## config.mk

```make
export PLATFORM = sky130hd
export DESIGN_NAME = seg7_arbiter
export DESIGN_NICKNAME = d
export VERILOG_FILES = /design/src/rtl/seg7_arbiter.sv
export SDC_FILE = /design/constraint.sdc
export NUM_CORES = 1
export LEC_CHECK = 0
export ABC_AREA = 1
export ABC_CLOCK_PERIOD_IN_PS = 2000
export CORE_MARGIN = 8
export CORE_UTILIZATION = 43
export CTS_CLUSTER_SIZE = 20
export DETAILED_ROUTE_END_ITERATION = 16
export GPL_TIMING_DRIVEN = 1
export PLACE_DENSITY_LB_ADDON = 0.12
export SYNTH_ARGS = -nofsm -noshare
export SYNTH_HDL_FRONTEND = slang
export SYNTH_SLANG_ARGS = --single-unit
```

## constraint.sdc

```tcl
create_clock -name clk -period 2 [get_ports clk]
set_input_delay 0.2 -clock clk [delete_from_list [all_inputs] [get_ports clk]]
set_output_delay 0.2 -clock clk [all_outputs]
set_load 0.01 [all_outputs]
```

## src/rtl/seg7_arbiter.sv

```systemverilog
// Round-robin time-sharing of the four-digit seven-segment display among three
// requesters, with a minimum on-screen hold and blanking when nobody requests.
module seg7_arbiter #(
    parameter logic [23:0] HOLD_CYCLES = 24'd5_000_000
) (
    input  logic        clk,
    input  logic        rst,
    input  logic [2:0]  req,
    input  logic [15:0] data0,
    input  logic [15:0] data1,
    input  logic [15:0] data2,
    input  logic [3:0]  mask0,
    input  logic [3:0]  mask1,
    input  logic [3:0]  mask2,
    output logic [2:0]  grant,
    output logic [15:0] num,
    output logic [3:0]  sel,
    output logic        switch_pulse
);

    typedef enum logic {IDLE, SHOW} state_t;

    state_t      r_state, w_state_next;
    logic [1:0]  r_owner, w_owner_next;
    logic [1:0]  r_last,  w_last_next;
    logic [23:0] r_cnt,   w_cnt_next;
    logic [2:0]  r_grant, w_grant_next;
    logic        r_pulse, w_pulse_next;
    logic [15:0] r_num;
    logic [3:0]  r_sel;
    logic [2:0]  w_pick;
    logic [2:0]  w_others;

    function automatic logic [1:0] succ(input logic [1:0] k);
        return (k == 2'd2) ? 2'd0 : k + 2'd1;
    endfunction

    function automatic logic [2:0] onehot(input logic [1:0] k);
        return 3'b001 << k;
    endfunction

    // Returns {valid, index} of the first set bit of r scanning base, base+1, base+2 (mod 3).
    function automatic logic [2:0] rr_pick(input logic [1:0] base, input logic [2:0] r);
        logic [2:0] res;
        int         t;
        res = 3'b000;
        for (int i = 2; i >= 0; i--) begin
            t = int'(base) + i;
            if (t >= 3) t = t - 3;
            if (r[t[1:0]]) res = {1'b1, t[1:0]};
        end
        return res;
    endfunction

    assign w_others = req & ~onehot(r_owner);

    always_comb begin
        w_state_next = r_state;
        w_owner_next = r_owner;
        w_last_next  = r_last;
        w_cnt_next   = (r_cnt == 24'd0) ? 24'd0 : r_cnt - 24'd1;
        w_pick       = 3'b000;
        case (r_state)
            IDLE: begin
                w_pick     = rr_pick(succ(r_last), req);
                w_cnt_next = 24'd0;
                if (w_pick[2]) begin
                    w_state_next = SHOW;
                    w_owner_next = w_pick[1:0];
                    w_last_next  = w_pick[1:0];
                    w_cnt_next   = HOLD_CYCLES - 24'd1;
                end
            end
            default: begin
                w_pick = rr_pick(succ(r_owner), w_others);
                // Owner release preempts the hold; otherwise rotate only once the hold expires.
                if (!req[r_owner] || (r_cnt == 24'd0)) begin
                    if (w_pick[2]) begin
                        w_owner_next = w_pick[1:0];
                        w_last_next  = w_pick[1:0];
                        w_cnt_next   = HOLD_CYCLES - 24'd1;
                    end else if (!req[r_owner]) begin
                        w_state_next = IDLE;
                        w_cnt_next   = 24'd0;
                    end
                end
            end
        endcase
        w_grant_next = (w_state_next == SHOW) ? onehot(w_owner_next) : 3'b000;
        w_pulse_next = (w_grant_next != r_grant);
    end

    always_ff @(posedge clk or negedge rst) begin
        if (!rst) begin
            r_state <= IDLE;
            r_owner <= 2'd0;
            r_last  <= 2'd2;
            r_cnt   <= 24'd0;
            r_grant <= 3'b000;
            r_pulse <= 1'b0;
        end else begin
            r_state <= w_state_next;
            r_owner <= w_owner_next;
            r_last  <= w_last_next;
            r_cnt   <= w_cnt_next;
            r_grant <= w_grant_next;
            r_pulse <= w_pulse_next;
        end
    end

    // Display follows the current owner live, one cycle behind the grant.
    always_ff @(posedge clk or negedge rst) begin
        if (!rst) begin
            r_num <= 16'h0000;
            r_sel <= 4'b0000;
        end else if (r_state == SHOW) begin
            case (r_owner)
                2'd0:    begin r_num <= data0; r_sel <= mask0; end
                2'd1:    begin r_num <= data1; r_sel <= mask1; end
                default: begin r_num <= data2; r_sel <= mask2; end
            endcase
        end else begin
            r_num <= 16'h0000;
            r_sel <= 4'b0000;
        end
    end

    assign grant        = r_grant;
    assign num          = r_num;
    assign sel          = r_sel;
    assign switch_pulse = r_pulse;

endmodule
```

### Sizing map

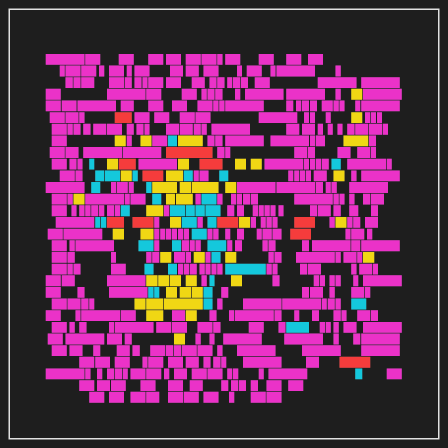
colour	size	cells	most used
yellow	drive 3 to 4	44	buf_4
red	drive 6 and up	11	clkbuf_8
cyan	drive 2	37	nand2_2
magenta	drive 1 or less	417	clkdlybuf4s50_1

### Cell density map

10 x 10 tiles, from black (low) to pale yellow (high), 0 to 100% covered.
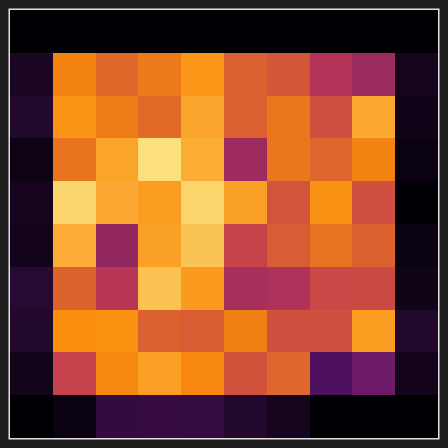
tiles over 75% full	22%
nearly empty tiles	15%
emptiest ninth of the die	lower right
mean over tiles	44%

### Track usage over the die

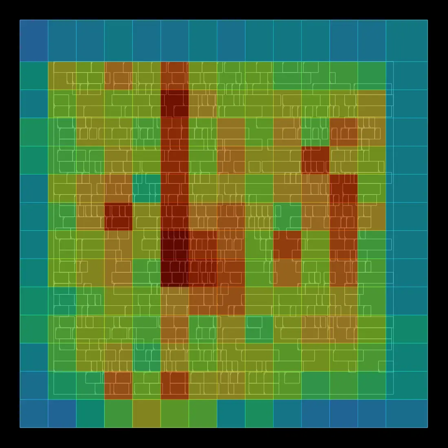
Core Util, Final: 0.664
GRT busiest layer: met2
wire length per cell: 13.4 um
met3 Usage GRT: 0.0394

==> summary.txt <==
yosys + openroad results -> final-stage net count 575, area of the core slightly below 7000 um2, FMAX around 460 MHz, area leader, netlist dfrtp_1, clock sink count roughly 53, largest family of logic cells by area simple AND/OR/NAND/NOR gates, average cell area after synthesis 7.80 um2, worst-skew pair later-pin latency roughly 0.30 ns, RSZ-0062 raised after global routing true, Worst R2R Start r_owner[1], port bufs around 90, drc violations 0, clock slew seen by the registers of the worst setup and hold paths roughly 0.1 ns, Layout Skew roughly 0.0053 ns, Post-Synth XOR/XNOR Area 0.0579, final wirelength roughly 8100 um, synthesized area 3030 um2, Initial Utilization 0.446, routed vias 2,891, final worst slack -0.179 ns, die area 9980 um2, YS chip area 3030 um2, nature of the critical path endpoint register, Setup crit start r_owner[1], endpoints failing setup 5, die width ~100 um, crit path time final 2.18 ns, Static Leak roughly 0.0022 uW, Non-Filler Instances around 610, period utilization 1.09, actual slew at the worst max-slew pin 0.570 ns, Ys Warns 0, outcome finished with violations, number of library cell types mapped by synthesis 30, crit path DAT 2.37 ns, failing checks setup timing, WS Path Type register to register, Area Growth Syn to Fin 49.0%, cts bufs inserted 5, asr flop ratio synth 1.00, Adder Area Share 0.00826, type of the tightest min-delay check input pin to asynchronous set/reset pin, number of enable flip-flop cells 0, Worst VDD drop roughly 1200 uV, Max clock buf depth 2, largest net degree at the start of global routing a little over 40, cells after synthesis 388, Synth top cell by count inv_1, CP Max Fanout 5, # placed instances ~580, syn_nets approximately 460, CTS tree done, DP HPWL 5940 um, Fillers 577, drt via density between 4 and 5, row count 30, Synth Seq Share 0.438, Log Warnings 29, Slew Viols, Final 0, Critical Path RT roughly 2.2 ns, gp weighted congestion just under 0.9, number of I/O pins 89, dpl ws -0.155 ns, Slew Limit Headroom 0.620, die height 99.9 um, total track usage 0.162
[worst max-delay path: stages, from the launching register on]
cell and delay (ns):
dfrtp_1 0.39, inv_2 0.11, nand2_4 0.07, ha_4 0.25, nand2_1 0.06, inv_1 0.05
nand2_2 0.09, nand2_1 0.08, nor2_2 0.15, nand3_2 0.11, nand2_2 0.09, nand2_1 0.08
nand2_2 0.10, nand2_4 0.07, buf_6 0.12, nand2_2 0.07, nand2_1 0.06, nand2_1 0.07
nand3_2 0.07
[what timing repair did]
item	4_1_cts	5_1_grt
cloned	0	0
pin swaps	9	14
hold endpoints to repair	22	0
hold buffers	1	0
setup endpoints to repair	3	21
gates resized	14	19
setup buffers	5	10
[per-stage QoR]
stage	util	hold slack (ns)	TNS [ns]	instance area, um2
floorplan	-	-0.0956	-0.00972	3050
global placement	0.615	0.234	-0.161	4180
detailed placement	0.615	0.234	-0.322	4180
CTS	0.645	0.457	-0.137	4380
global route	0.664	0.494	-1.32	4510
finish	0.664	0.430	-0.551	4510
[state kept, by name (all words and copies together), names as in the netlist]
signal        flops
sel               4
grant             3
r_owner           2
switch_pulse      1
r_last            2
num              16
r_state           1
r_cnt            24
[cells by family after synthesis]
kind of cell | after synthesis
buffers and inverters | 85
and+or+nand+nor | 144
adders and majority gates | 2
AOI/OAI and AO/OA | 84
xor gates and xnor gates | 20
DFF | 53
[metal layers]
metal  global-route usage  vias up  wire length [um]
met5                    0        -                 0
met4               0.0373        0                98
met3               0.0394        8               316
met2                0.289       58              4280
met1                0.190     1348              3440
li1                     -     1477                 -
[final timing paths]
check                               end  slack (ns)  cells after the start
hold / removal                   num[6]        0.43                      2
setup reg to reg           switch_pulse       -0.18                     18
hold reg to reg                r_cnt[0]        0.48                      1
setup / recovery           switch_pulse       -0.18                     18
min in group clk               r_cnt[0]        0.48                      1
max in group asynchronous      r_cnt[9]        1.03                      3
[final cells by class]
cell class | count | area, um2 | share of cell area
multi-input cells | 250 | 1490 | 0.329
flip-flops and latches | 53 | 1330 | 0.294
repair buffers | 126 | 1190 | 0.265
inverters | 72 | 273 | 0.0605
well taps | 96 | 120 | 0.0266
clock buffers | 6 | 72.6 | 0.0161
clock inverters | 2 | 38.8 | 0.00860
[cell usage in the layout (no fill, tap or decap), drive strengths merged]
cell,instances
nand3,23
ha,2
xnor2,6
bufinv,1
inv,72
nand2,63
dlygate4sd3,1
nor3,6
clkinv,1
o211ai,1
clkdlybuf4s50,87
o31ai,1
nor2,44
nand4,2
a22o,20
dfstp,1
o22ai,1
dfrtp,52
a21oi,27
o21ai,34
buf,38
nand3b,2
nor4,2
or2,2
clkbuf,6
xor2,14
[where the power goes]
group	switching [uW]	leakage [uW]	total [uW]	internal, uW
sequential	240	0.000647	1780	1540
combinational	2580	0.00148	4900	2320
clock	345	0.0000554	721	376
Power is estimated from default activity; no workload was simulated.
